==> src/rtl/cpu_types_pkg.sv <==
// Shared CPU types: hazard-controller state, register-file constants and
// the bundle of per-stage latch controls driven by the hazard controller.
package cpu_types_pkg;

   // Hazard controller sequencing state
   typedef enum logic [1:0] {
      RUN   = 2'd0,
      DWAIT = 2'd1,
      HALT  = 2'd2
   } hzstate_t;

   // Register zero is hard-wired; writes to it never create a dependency
   localparam logic [4:0] REG_ZERO = 5'd0;

   // Per-cycle stage control bundle
   typedef struct packed {
      logic pc_en;
      logic if_en;
      logic id_en;
      logic ex_en;
      logic mem_en;
      logic if_flush;
      logic id_flush;
   } stage_ctrl_t;

   localparam stage_ctrl_t CTRL_NONE = '0;

endpackage

==> src/rtl/hazard_detect.sv <==
// Load-use comparator: flags when the load in ID/EX targets a register the
// instruction in IF/ID is about to read. Purely combinational so a future
// forwarding unit can share it.
module hazard_detect
   import cpu_types_pkg::*;
#(
   parameter bit LU_DETECT = 1'b1
) (
   input  logic       i_id_uses_rt,
   input  logic [4:0] i_id_rs,
   input  logic [4:0] i_id_rt,
   input  logic       i_ex_mem2reg,
   input  logic       i_ex_regwen,
   input  logic [4:0] i_ex_wsel,
   output logic       o_lu
);

   logic w_rs_match;
   logic w_rt_match;
   logic w_ex_load;

   assign w_rs_match = (i_ex_wsel == i_id_rs);
   assign w_rt_match = i_id_uses_rt & (i_ex_wsel == i_id_rt);
   assign w_ex_load  = i_ex_mem2reg & i_ex_regwen & (i_ex_wsel != REG_ZERO);

   assign o_lu = LU_DETECT & w_ex_load & (w_rs_match | w_rt_match);

endmodule

==> src/rtl/pipeline_hazard_ctrl.sv <==
// Central pipeline sequencer: resolves data-miss freeze, halt, redirect,
// load-use and fetch-miss each cycle into latch enables / bubble strobes,
// and keeps wrap-around performance counters.
module pipeline_hazard_ctrl
   import cpu_types_pkg::*;
#(
   parameter int CNT_W     = 32,
   parameter bit LU_DETECT = 1'b1
) (
   input  logic             CLK,
   input  logic             nRST,
   input  logic             ihit,
   input  logic             dhit,
   input  logic             dmem_req,
   input  logic [4:0]       id_rs,
   input  logic [4:0]       id_rt,
   input  logic             id_uses_rt,
   input  logic             ex_mem2reg,
   input  logic             ex_regwen,
   input  logic [4:0]       ex_wsel,
   input  logic             redirect,
   input  logic             mem_halt,
   output logic             pc_en,
   output logic             if_en,
   output logic             id_en,
   output logic             ex_en,
   output logic             mem_en,
   output logic             if_flush,
   output logic             id_flush,
   output logic             halted,
   output logic [CNT_W-1:0] cyc_cnt,
   output logic [CNT_W-1:0] stall_cnt,
   output logic [CNT_W-1:0] flush_cnt
);

   hzstate_t         r_state;
   hzstate_t         w_next_state;
   stage_ctrl_t      w_ctrl;
   logic             w_dmiss;
   logic             w_lu;
   logic             w_flush_fire;
   logic [CNT_W-1:0] r_cyc_cnt;
   logic [CNT_W-1:0] r_stall_cnt;
   logic [CNT_W-1:0] r_flush_cnt;

   assign w_dmiss = dmem_req & ~dhit;

   hazard_detect #(
      .LU_DETECT (LU_DETECT)
   ) u_hazard_detect (
      .i_id_uses_rt (id_uses_rt),
      .i_id_rs      (id_rs),
      .i_id_rt      (id_rt),
      .i_ex_mem2reg (ex_mem2reg),
      .i_ex_regwen  (ex_regwen),
      .i_ex_wsel    (ex_wsel),
      .o_lu         (w_lu)
   );

   // State register; a reset mid-freeze simply drops back to RUN
   // NOTE: sequential state uses non-blocking (<=) so every flop samples
   // pre-edge values regardless of block ordering.
   always_ff @(posedge CLK or negedge nRST) begin
      if (!nRST) r_state <= RUN;
      else       r_state <= w_next_state;
   end

   // Priority resolution of hazards into stage controls and next state
   always_comb begin
      // NOTE: every output of this block gets a default first so no path
      // leaves it unassigned, which would otherwise infer a latch.
      w_ctrl       = CTRL_NONE;
      w_next_state = r_state;
      w_flush_fire = 1'b0;
      case (r_state)
         RUN, DWAIT: begin
            if (w_dmiss) begin
               w_next_state = DWAIT;
            end else if (mem_halt) begin
               // Let the halt retire into WB, freeze everything upstream
               w_ctrl.mem_en = 1'b1;
               w_next_state  = HALT;
            end else if (redirect) begin
               // Squash the wrong-path fetch and decode; also covers any
               // coincident load-use or fetch miss
               w_ctrl       = '{pc_en: 1'b1, if_en: 1'b1, id_en: 1'b1,
                                ex_en: 1'b1, mem_en: 1'b1,
                                if_flush: 1'b1, id_flush: 1'b1};
               w_flush_fire = 1'b1;
               w_next_state = RUN;
            end else if (w_lu) begin
               // Hold PC and IF/ID, insert one bubble into ID/EX
               w_ctrl       = '{pc_en: 1'b0, if_en: 1'b0, id_en: 1'b1,
                                ex_en: 1'b1, mem_en: 1'b1,
                                if_flush: 1'b0, id_flush: 1'b1};
               w_next_state = RUN;
            end else if (!ihit) begin
               // No fetch word: bubble into IF/ID, drain the rest
               w_ctrl       = '{pc_en: 1'b0, if_en: 1'b1, id_en: 1'b1,
                                ex_en: 1'b1, mem_en: 1'b1,
                                if_flush: 1'b1, id_flush: 1'b0};
               w_next_state = RUN;
            end else begin
               w_ctrl       = '{pc_en: 1'b1, if_en: 1'b1, id_en: 1'b1,
                                ex_en: 1'b1, mem_en: 1'b1,
                                if_flush: 1'b0, id_flush: 1'b0};
               w_next_state = RUN;
            end
         end
         HALT: begin
            w_next_state = HALT;
         end
         default: begin
            w_next_state = RUN;
         end
      endcase
      // Reset forces every strobe low immediately, independent of the clock
      if (!nRST) begin
         w_ctrl       = CTRL_NONE;
         w_flush_fire = 1'b0;
      end
   end

   assign pc_en    = w_ctrl.pc_en;
   assign if_en    = w_ctrl.if_en;
   assign id_en    = w_ctrl.id_en;
   assign ex_en    = w_ctrl.ex_en;
   assign mem_en   = w_ctrl.mem_en;
   assign if_flush = w_ctrl.if_flush;
   assign id_flush = w_ctrl.id_flush;
   assign halted   = (r_state == HALT);

   // Wrap-around performance counters, frozen once halted
   always_ff @(posedge CLK or negedge nRST) begin
      if (!nRST) begin
         r_cyc_cnt   <= '0;
         r_stall_cnt <= '0;
         r_flush_cnt <= '0;
      end else if (r_state != HALT) begin
         r_cyc_cnt <= r_cyc_cnt + CNT_W'(1);
         if (!w_ctrl.pc_en) r_stall_cnt <= r_stall_cnt + CNT_W'(1);
         if (w_flush_fire)  r_flush_cnt <= r_flush_cnt + CNT_W'(1);
      end
   end

   assign cyc_cnt   = r_cyc_cnt;
   assign stall_cnt = r_stall_cnt;
   assign flush_cnt = r_flush_cnt;

endmodule

==> config.mk <==
export PLATFORM = sky130hd
export DESIGN_NAME = pipeline_hazard_ctrl
export DESIGN_NICKNAME = d
export VERILOG_FILES = /design/src/rtl/cpu_types_pkg.sv /design/src/rtl/hazard_detect.sv /design/src/rtl/pipeline_hazard_ctrl.sv
export SDC_FILE = /design/constraint.sdc
export NUM_CORES = 1
export LEC_CHECK = 0
export ABC_AREA = 1
export CORE_AREA = 2 2 159 161
export DETAILED_ROUTE_END_ITERATION = 6
export DIE_AREA = 0 0 161 163
export GPL_TIMING_DRIVEN = 0
export PLACE_DENSITY_LB_ADDON = 0.25
export SLEW_MARGIN = 5
export SYNTH_ARGS = -nofsm -noshare
export SYNTH_HDL_FRONTEND = slang
export SYNTH_SLANG_ARGS = --single-unit
==> constraint.sdc <==
create_clock -name CLK -period 3.34 [get_ports CLK]
set_input_delay 0.334 -clock CLK [delete_from_list [all_inputs] [get_ports CLK]]
set_output_delay 0.334 -clock CLK [all_outputs]
set_load 0.01 [all_outputs]
### Routed metal, one colour a layer, run 1

(1.5 px per µm)
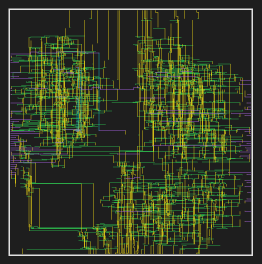
| colour | layer | wire length |
|---|---|---|
| green | met1 | 8660 µm |
| yellow | met2 | 8140 µm |
| cyan | met4 | 173 µm |
| purple | met3 | 914 µm |
total wirelength of the detailed-routed design: 17.88 mm
DR WL/cell: 13.67 µm

### Selected gate families, run 1

(1.5 px per µm)
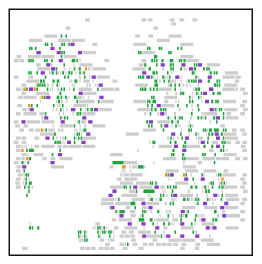
| colour | family | cells |
|---|---|---|
| orange | inverting AOI/OAI gates | 12 |
| purple | XOR/XNOR gates | 85 |
| green | NAND gates | 381 |

==> COMMIT_EDITMSG, run 1 <==
Refresh implementation metrics

- Launch point of the worst reg-to-reg path: stall_cnt[0]
- Buffer count excluding the clock tree in the final layout: 144
* Well-Tap Cells: between 300 and 400
* Area fraction of the dominant cell type after synthesis: around two fifths
- In the final layout, multi-input gates take up about two fifths of the cell area.
* Met2 routing resource usage after global routing: 22.57%
* Summed instance area of the synthesized netlist: ~6000 µm²
* # Cells Yosys: approximately 830
- The switching portion of total power comes to 34.33%.
* Reg-to-Reg End: stall_cnt[30]
* Top cell class by occupied area: combinational gates
- At the pin with the least slew margin, the transition time is 0.8643 ns.
- Predominant post-synthesis flop cell: sky130_fd_sc_hd__dfrtp_1
- Leading area contributor after synthesis: sky130_fd_sc_hd__dfrtp_1
- By startpoint and endpoint, the worst setup path is classified as primary input to output pin.
* Final cell utilization of the core: 32.92%
- Per the post-synthesis report, the number of cells in the design is 832.
- Counting distinct cell types in the post-synthesis netlist gives 31.
- Final Net Count: 1001
* Clock edge transition at the registers on the reported setup and hold paths: ~0.070 ns
- Final tally of hold violations: 0
- Once detailed placement completed, the half-perimeter wirelength came to 13.89 mm.
- Sum of overflow across all layers after global routing: 0
- Internal portion of total power: 2.411 mW
- Stage-log warning count: 26
* Worst hold margin: 0.006719 ns
* Layout sequential cell count: 98
- After detailed routing, the number of vias per cell comes to 4.274.
* Tightest Hold Check Type: primary input to asynchronous set/reset pin
- Non-clock buffer share: 17.07%
- DRC errors left: 0
- The run finished with clean final reports.
* Commonest non-fill, non-tap cell in the layout: sky130_fd_sc_hd__nand2_1
- The worst path uses 86.70% of the clock period.
- Worst-case register-to-register setup slack: 1.38 ns
* Crit path capture type: output pin
- Achievable frequency: 345.3 MHz
- In this design, the critical path's most frequently occurring cell is sky130_fd_sc_hd__nand2_1.
* Nature of the critical path startpoint: primary input
### Clock nets, run 1

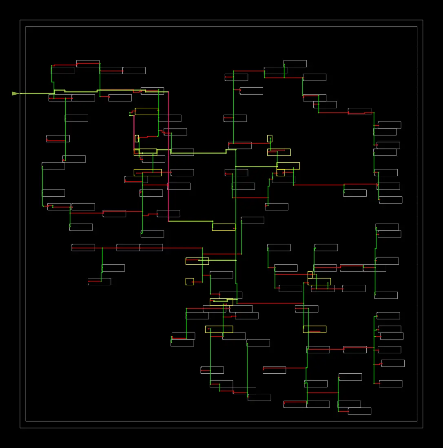
number of clock-tree buffers in the layout: 10
largest clock skew in the final design: 0.01170 ns
Sinks on Clock Net: 98
power of the clock network: 1.14 mW
cts bufs inserted: 9

### Routed clock nets over the placement, run 1

(3 px per µm)
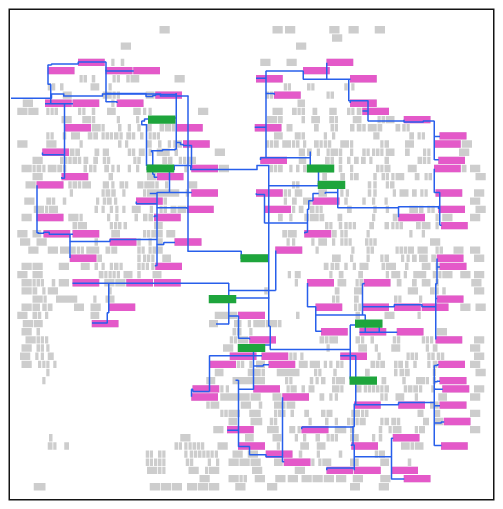
[blue] clock wires | length: 1530 µm
[green] cells driving clock nets | count: 9
[magenta] flip-flops | count: 98
routed clock nets: 10
clock latency on the worst-skew pair: 0.35 ns
clock network fraction of design power: 31.2%

[run 1: logic make-up (layout without fill, tap and decap cells)]
family	after synthesis	after routing	share of synthesized area, %
buffers and inverters	109	255	6.963
xor gates and xnor gates	85	85	12.26
AOI/OAI and AO/OA	12	12	1.030
adders and majority gates	3	3	0.6181
and+or+nand+nor	525	525	38.75
DFF	98	98	40.38
[run 1: layer usage]
layer  up-vias  share of wire, %
met2       131                45
met5         -                 0
met3        12               5.1
met1      2574                48
met4         0              0.96
li1       2873                 -
[run 1: cells in the mapped netlist, types with 3 or more instances]
cell and count:
sky130_fd_sc_hd__nor2_4 6, sky130_fd_sc_hd__dfrtp_1 98, sky130_fd_sc_hd__clkbuf_1 5, sky130_fd_sc_hd__nand2_1 283
sky130_fd_sc_hd__nand3_1 64, sky130_fd_sc_hd__nand2_2 5, sky130_fd_sc_hd__nand3b_1 5, sky130_fd_sc_hd__nand2_4 3
sky130_fd_sc_hd__inv_2 9, sky130_fd_sc_hd__nor3_1 36, sky130_fd_sc_hd__nand4_1 16, sky130_fd_sc_hd__a21oi_1 3
sky130_fd_sc_hd__ha_1 3, sky130_fd_sc_hd__nand3_2 3, sky130_fd_sc_hd__buf_2 8, sky130_fd_sc_hd__nor2_2 3
sky130_fd_sc_hd__o21ai_0 8, sky130_fd_sc_hd__inv_1 86, sky130_fd_sc_hd__xor2_1 49, sky130_fd_sc_hd__nor2_1 89
sky130_fd_sc_hd__xnor2_1 36
[run 1: state kept, by name (all words and copies together), names as in the netlist]
name / flops
cyc_cnt: 32
flush_cnt: 32
r_state: 2
stall_cnt: 32
### M3 wires, run 1

(3 px per µm)
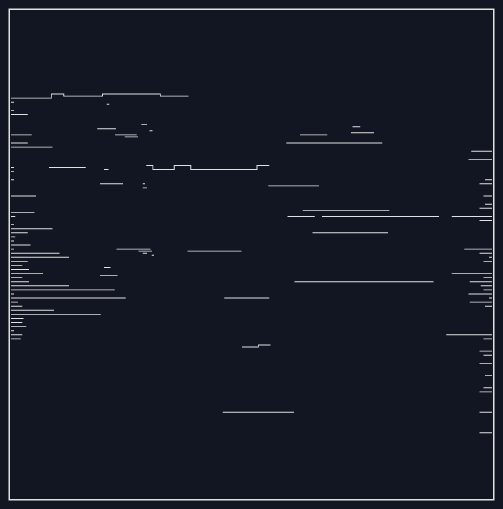

--- run 2 (diff from run 1) ---
--- a/config.mk
+++ b/config.mk
@@ -11,6 +11,7 @@
 export DIE_AREA = 0 0 161 163
 export GPL_TIMING_DRIVEN = 0
 export PLACE_DENSITY_LB_ADDON = 0.25
+export RECOVER_POWER = 100
 export SLEW_MARGIN = 5
 export SYNTH_ARGS = -nofsm -noshare
 export SYNTH_HDL_FRONTEND = slang
### M3 wires, run 2

(3 px per µm)
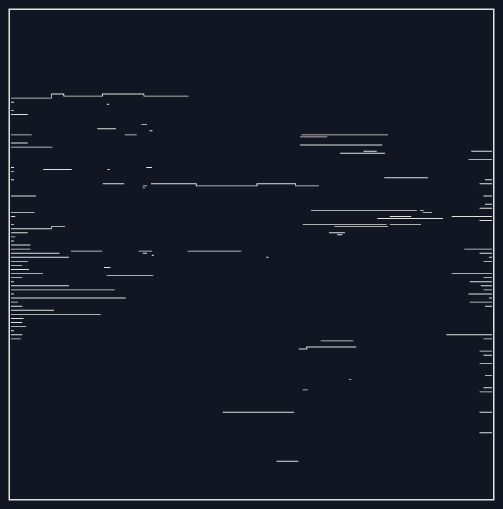
nets with wire on the layer: 104
wire length on this layer: 957 µm
longest straight run: 37.9 µm
main direction: horizontal
share of all routed wire: 5.3%

==> run 2 against run 1 <==
Compared with the run above: sequential share of layout area is 0.53 points higher; clock skew up 0.0010 ns; clock power hardly changed.
==> COMMIT_EDITMSG, run 2 <==
Refresh implementation metrics

* Count of mapped cells out of synthesis: approximately 830
* Commonest non-fill, non-tap cell in the layout: sky130_fd_sc_hd__nand2_1
- The area fraction of the largest cell type after synthesis is around two fifths.
- Worst-case register-to-register setup slack: 1.11 ns
- STA classifies the critical path startpoint as a primary input.
- DR WL/cell: 13.73 µm
- Among all flip-flop cells after synthesis, the most frequent one is sky130_fd_sc_hd__dfrtp_1.
- Reg-to-Reg End: flush_cnt[17]
* Outcome: completed
* Sum of overflow across all layers after global routing: 0
- Tightest Hold Check Type: primary input to asynchronous set/reset pin
- Clock latency on the worst-skew pair: 0.35 ns
- For this run, design rule violations remaining after detail routing come to 0.
- DP HPWL: 13.89 mm
- Top cell by count, worst path: sky130_fd_sc_hd__nand2_1
- Worst hold margin: 0.2454 ns
* Fin crit share: 88.52%
* # Cells Yosys: 832
- STA classifies the critical path endpoint as an output pin.
* Total wirelength of the detailed-routed design: 17.97 mm
- Yosys top cell by instances: sky130_fd_sc_hd__nand2_1
- Sorting the Yosys area breakdown by cell type puts at the top sky130_fd_sc_hd__dfrtp_1.
## run 2: cell counts after synthesis
No cell type changed its count.
## run 2: kinds of logic (layout without fill, tap and decap cells)
logic type | count (synthesis) | count (layout) | share of synthesized area (%)
fa+ha+maj | 3 | 3 | 0.6181
compound gates | 12 | 12 | 1.030
buf+inv | 109 | 255 | 6.963
simple gates | 525 | 525 | 38.75
flops | 98 | 98 | 40.38
xor+xnor | 85 | 85 | 12.26
## run 2: metrics by stage
step | setup slack, ns | cell area, µm² | cells | TNS, ns
floorplan | 1.717 | 6073 | 832 | 0
global placement | -3.441 | 7767 | 1290 | -428.97
detailed placement | 0.4172 | 7796 | 1291 | 0
CTS | 0.4152 | 8123 | 1308 | 0
global route | 0.1151 | 7984 | 1308 | 0
finish | 0.3835 | 7984 | 1308 | 0
## run 2: what timing repair did
| item | 4_1_cts | 5_1_grt |
|---|---|---|
| hold buffers | 1 | 0 |
| endpoints found under the hold margin | 18 | 0 |
| setup buffers | 0 | 0 |
## run 2: power breakdown
group / internal [mW] / leakage, nW / switching (mW)
clock network: 0.661 / 0.157 / 0.484
logic: 0.374 / 2.52 / 0.585
registers: 1.31 / 1.33 / 0.158
## run 2: layout make-up
type	instances	area (µm²)	share of cell area [%]
Inverter	95	356.6	4.466
Multi-Input combinational cell	625	3072	38.47
Buffer	14	61.31	0.7679
Tap cell	330	412.9	5.172
Timing Repair Buffer	130	1313	16.44
Clock inverter	6	87.58	1.097
Clock buffer	10	229.0	2.868
Sequential cell	98	2452	30.72
## run 2: per-layer routing
metal / wire [µm] / GRT usage, %
met3: 956 / 2.954
met4: 208 / 3.409
met5: 0 / 0
met2: 8099 / 22.57
met1: 8701 / 18.96
--- run 3 (diff from run 2) ---
--- a/config.mk
+++ b/config.mk
@@ -6,6 +6,7 @@
 export NUM_CORES = 1
 export LEC_CHECK = 0
 export ABC_AREA = 1
+export CAP_MARGIN = 20
 export CORE_AREA = 2 2 159 161
 export DETAILED_ROUTE_END_ITERATION = 6
 export DIE_AREA = 0 0 161 163
### Selected gate families, run 3

(1.5 px per µm)
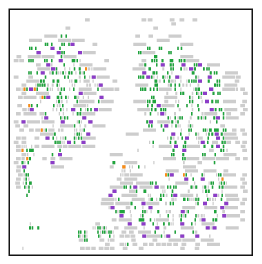
| colour | family | cells |
|---|---|---|
| orange | inverting AOI/OAI gates | 12 |
| green | NAND gates | 381 |
| purple | XOR/XNOR gates | 85 |

==> run 3 against run 2 <==
Compared with the run above: non-clock buffer count unchanged; setup slack unchanged; wire length unchanged; worst hold slack unchanged; clock power about the same; clock skew unchanged; maximum frequency unchanged; total power unchanged; first-iteration DRC count unchanged.
==> COMMIT_EDITMSG, run 3 <==
Refresh implementation metrics

* Outcome: completed
- After detailed routing, the number of remaining DRC violations is 0.
- Counting tap cells, the placed design contains a total of approximately 1300 instances.
- Sorting the synthesis cell report by count puts at the top sky130_fd_sc_hd__nand2_1.
- Number of clock-tree buffers in the layout: 10
- Multi-input gates account for 38.47% of the area.
- Nature of the critical path startpoint: primary input
- In the final layout, the multi-input gates occupy 3072 µm².
- In this run the worst hold path is classified as primary input to asynchronous set/reset pin.
* Summed instance area of the synthesized netlist: just over 6000 µm²
- Post-CTS setup buffer count: 0
- The setup path with the least slack is of type primary input to output pin.
* Combinational Gates: 625
- Average vias per placed instance: about 4.3
* Non-clock buffer share: 17.21%
- Commonest non-fill, non-tap cell in the layout: sky130_fd_sc_hd__nand2_1
* Area fraction of the dominant cell type after synthesis: between 40% and 50%
* Final tally of hold violations: 0
- Share of cell area taken by flip-flops and latches: 30.72%
- At the pin with the least slew margin, the transition time is 0.8610 ns.
- The HPWL after detailed placement is about 14 mm.
- In the final layout, clock buffers and inverters account for 3.965% of the cell area.
- Xor/xnor share of the synthesized area: 12.26%
- After clock tree synthesis, the clock-pin slew on the worst setup and hold paths is approximately 0.070 ns.
- DR WL/cell: 13.73 µm
- Clock latency on the worst-skew pair: 0.35 ns
- The global route stage reports its total congestion overflow as 0.
* Crit path capture type: output pin
- Sinks on Clock Net: 98
* Compound-cell area share of the yosys netlist: 1.030%
- Area fraction in mux cells: 0%
[run 3: cell counts in the layout (fill, tap and decap cells not counted)]
Identical to the previous run, type by type.
[run 3: what timing repair did]
item                      4_1_cts  5_1_grt
hold buffers                    1        0
gates resized                   0        0
hold endpoints to repair       18        0
[run 3: worst paths after layout]
check,cells after the start,slack [ns],startpoint,endpoint
min in group CLK,1,0.51,flush_cnt[15],flush_cnt[15]
max in group asynchronous,2,1.90,nRST,cyc_cnt[10]
worst max-delay path,12,0.38,ex_wsel[1],pc_en
worst min register to register,1,0.51,flush_cnt[15],flush_cnt[15]
worst min-delay path,2,0.25,nRST,cyc_cnt[3]
worst max register to register,8,1.11,r_state[1],flush_cnt[17]
[run 3: per-layer routing]
layer	GRT usage (%)	part of all wire [%]	up-vias
met3	2.954	5.3	16
met5	0	0	-
li1	-	-	2876
met2	22.57	45	148
met1	18.96	48	2563
met4	3.409	1.2	0
[run 3: logic make-up after synthesis]
logic type / after synthesis
and+or+nand+nor: 525
DFF: 98
adders and majority gates: 3
xor gates and xnor gates: 85
buffers and inverters: 109
AOI/OAI and AO/OA: 12
[run 3: through the flow]
stage | setup TNS, ns | util, % | setup WS [ns]
floorplan | 0 | - | 1.717
global placement | -428.97 | 31.48 | -3.441
detailed placement | 0 | 31.60 | 0.4172
CTS | 0 | 32.92 | 0.4152
global route | 0 | 32.36 | 0.1151
finish | 0 | 32.36 | 0.3835
[run 3: where the power goes]
| group | switching [mW] | internal [mW] |
|---|---|---|
| clock | 0.484 | 0.661 |
| combinational | 0.585 | 0.374 |
| sequential | 0.158 | 1.31 |
[run 3: critical path: cells and delay by family]
family | cells | cell delay [ns]
buf+inv | 5 | 1.46
simple gates | 7 | 0.82
Power and IR drop assume default switching activity.
